**config.mk**
```make
export PLATFORM = sky130hd
export DESIGN_NAME = dii_ring_mux_rr
export DESIGN_NICKNAME = d
export VERILOG_FILES = /design/src/rtl/dii_ring_mux_rr.sv
export SDC_FILE = /design/constraint.sdc
export NUM_CORES = 1
export LEC_CHECK = 0
export ABC_CLOCK_PERIOD_IN_PS = 2200
export CAP_MARGIN = 40
export CORE_ASPECT_RATIO = 1.25
export CORE_MARGIN = 1.5
export CORE_UTILIZATION = 27
export DETAILED_ROUTE_END_ITERATION = 8
export GPL_TIMING_DRIVEN = 0
export PLACE_DENSITY = 0.84
export SKIP_LAST_GASP = 1
export SLEW_MARGIN = 20
export SYNTH_ARGS = -nofsm -noshare
export SYNTH_HDL_FRONTEND = slang
export SYNTH_SLANG_ARGS = --single-unit
export TNS_END_PERCENT = 20
```
**constraint.sdc**
```tcl
create_clock -name clk -period 2.2 [get_ports clk]
set_input_delay 0.44 -clock clk [delete_from_list [all_inputs] [get_ports clk]]
set_output_delay 0.44 -clock clk [all_outputs]
set_load 0.02 [all_outputs]
```
**src/rtl/dii_ring_mux_rr.sv**
```systemverilog
// rtl/dii_ring_mux_rr.sv - N-input worm-aware round-robin multiplexer for dii packet streams
// Optional DII_RING_MUX_CH0_PRIO_EN: channel 0 (ring input) takes strict priority when idle.
module dii_ring_mux_rr #(
    parameter int NUM_IN = 2,
    parameter int WIDTH  = 16,
    parameter int SEL_W  = $clog2(NUM_IN)
) (
    input  logic                    clk,
    input  logic                    rst,
    input  logic [NUM_IN*WIDTH-1:0] in_data,
    input  logic [NUM_IN-1:0]       in_first,
    input  logic [NUM_IN-1:0]       in_last,
    input  logic [NUM_IN-1:0]       in_valid,
    output logic [NUM_IN-1:0]       in_ready,
    output logic [WIDTH-1:0]        out_data,
    output logic                    out_first,
    output logic                    out_last,
    output logic                    out_valid,
    input  logic                    out_ready,
    output logic [SEL_W-1:0]        out_sel
);

    typedef enum logic {IDLE, LOCKED} state_t;

    state_t            state, state_nxt;
    logic [SEL_W-1:0]  sel, sel_nxt;
    logic [SEL_W-1:0]  rr_ptr, rr_nxt;
    logic [SEL_W-1:0]  win, idx, src;
    logic [NUM_IN-1:0] cand;
    logic              found;

    // Only worm heads may open a new grant; body flits of other channels stall.
    assign cand = in_valid & in_first;

    always_comb begin : arbitrate
        found = 1'b0;
        win   = '0;
        idx   = '0;
        for (int k = 1; k <= NUM_IN; k++) begin
            idx = SEL_W'((int'(rr_ptr) + k) % NUM_IN);
            if (!found && cand[idx]) begin
                found = 1'b1;
                win   = idx;
            end
        end
`ifdef DII_RING_MUX_CH0_PRIO_EN
        if (cand[0]) begin
            found = 1'b1;
            win   = '0;
        end
`endif
    end

    always_comb begin : control
        state_nxt = state;
        sel_nxt   = sel;
        rr_nxt    = rr_ptr;
        src       = sel;
        out_valid = 1'b0;
        in_ready  = '0;
        out_sel   = sel;
        case (state)
            IDLE: begin
                out_sel = rr_ptr;
                if (found) begin
                    src           = win;
                    out_valid     = 1'b1;
                    in_ready[win] = out_ready;
                    out_sel       = win;
`ifdef DII_RING_MUX_CH0_PRIO_EN
                    if (!cand[0]) rr_nxt = win;
`else
                    rr_nxt = win;
`endif
                    // A stalled head also locks, so the offered flit cannot change source.
                    if (!(out_ready && in_last[win])) begin
                        sel_nxt   = win;
                        state_nxt = LOCKED;
                    end
                end
            end
            LOCKED: begin
                out_valid     = in_valid[sel];
                in_ready[sel] = out_ready;
                if (in_valid[sel] && out_ready && in_last[sel]) state_nxt = IDLE;
            end
            default: state_nxt = IDLE;
        endcase
        if (rst) begin
            out_valid = 1'b0;
            in_ready  = '0;
        end
    end

    assign out_data  = in_data[int'(src)*WIDTH +: WIDTH];
    assign out_first = in_first[src];
    assign out_last  = in_last[src];

    always_ff @(posedge clk) begin
        if (rst) begin
            state  <= IDLE;
            sel    <= '0;
            rr_ptr <= SEL_W'(NUM_IN - 1);
        end else begin
            state  <= state_nxt;
            sel    <= sel_nxt;
            rr_ptr <= rr_nxt;
        end
    end

endmodule

```
### I/O pins on the die edge

Pins as bars across the die edge, other pins in grey.
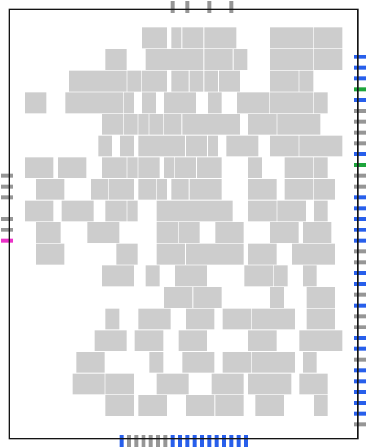
[`in_data`] blue | pins: 32 | direction: input | edge: 20 right, 12 bottom
[`out_last`] magenta | pins: 1 | direction: output | edge: left
[`in_first`] green | pins: 2 | direction: input | edge: right
Die Height: 53.8 um
DIE WIDTH: 43.7 um
port bufs: 62

==> run_results.csv <==
group,metric,value,unit
finish,nonClockInverterCount,2,
finish,fin_cells,147,
critical_path,slowest_delay,0.30,ns
logic_synthesis,ys_cells,56,
route,dr.pass1.iters,4,
outcome,status,"finished clean",
finish,nFlopsAndLatches,3,
pwr,p_leak,0.535,nW
finish,num-fill-cells,175,
job,log.warning_count,27,
finish,reg_top3,"rr_ptr x1, sel x1, state x1",
global_route,grt_overflow_total,0,
global_route,grt-busiest-layer,"met2",
final_timing,final.setup_skew,0.00244,ns
critical_path,critPathBufInv,4,
logic_synthesis,syn_area_per_cell,9.96,um^2
logic_synthesis,synthesis.area,558,um^2
final_timing,finalHoldViolations,0,
min_path,worstHoldPathCells,2,
route,post_drt_via_cell_ratio,5.21,
finish,drive_gt1_share,41.7,%
placement,placed_cell_area,1200,um^2
clocking,clockBufferDepth,2,
route,drt-met1-wl,765,um
route,vias,766,
pwr,p_total,0.521,mW
finish,clk_share,2.16,%
finish,largest_cell_class,"buffers",
clocking,cts_num_sinks,3,
finish,register_area,60.1,um^2
pwr,switching_power,0.191,mW
floorplan,chip_area,2350,um^2
global_route,antenna_found_initial,0,
### Placement by cell class

Fill, decap, tap and diode cells in grey.
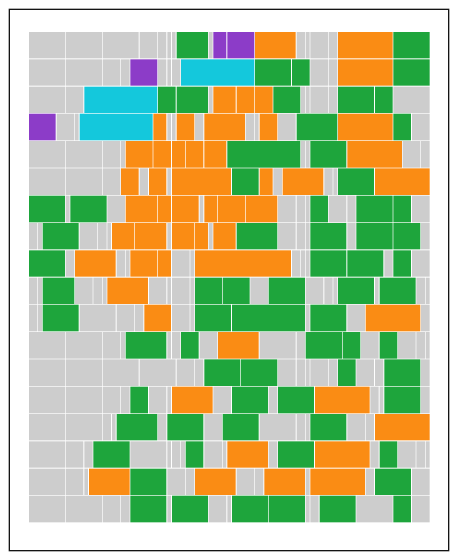
[remaining buffers and delay cells] green | cells: 69
[combinational and other logic] orange | cells: 51
[sequential cells] cyan | cells: 3
[clock drivers and dummy loads] purple | cells: 4
Rows: 18
Final Util: 61.9%
post-layout instance area: 1210 um^2
sequential share of cell area: 4.95%
Core Region: 1960 um^2

Power is estimated from default activity; no workload was simulated.
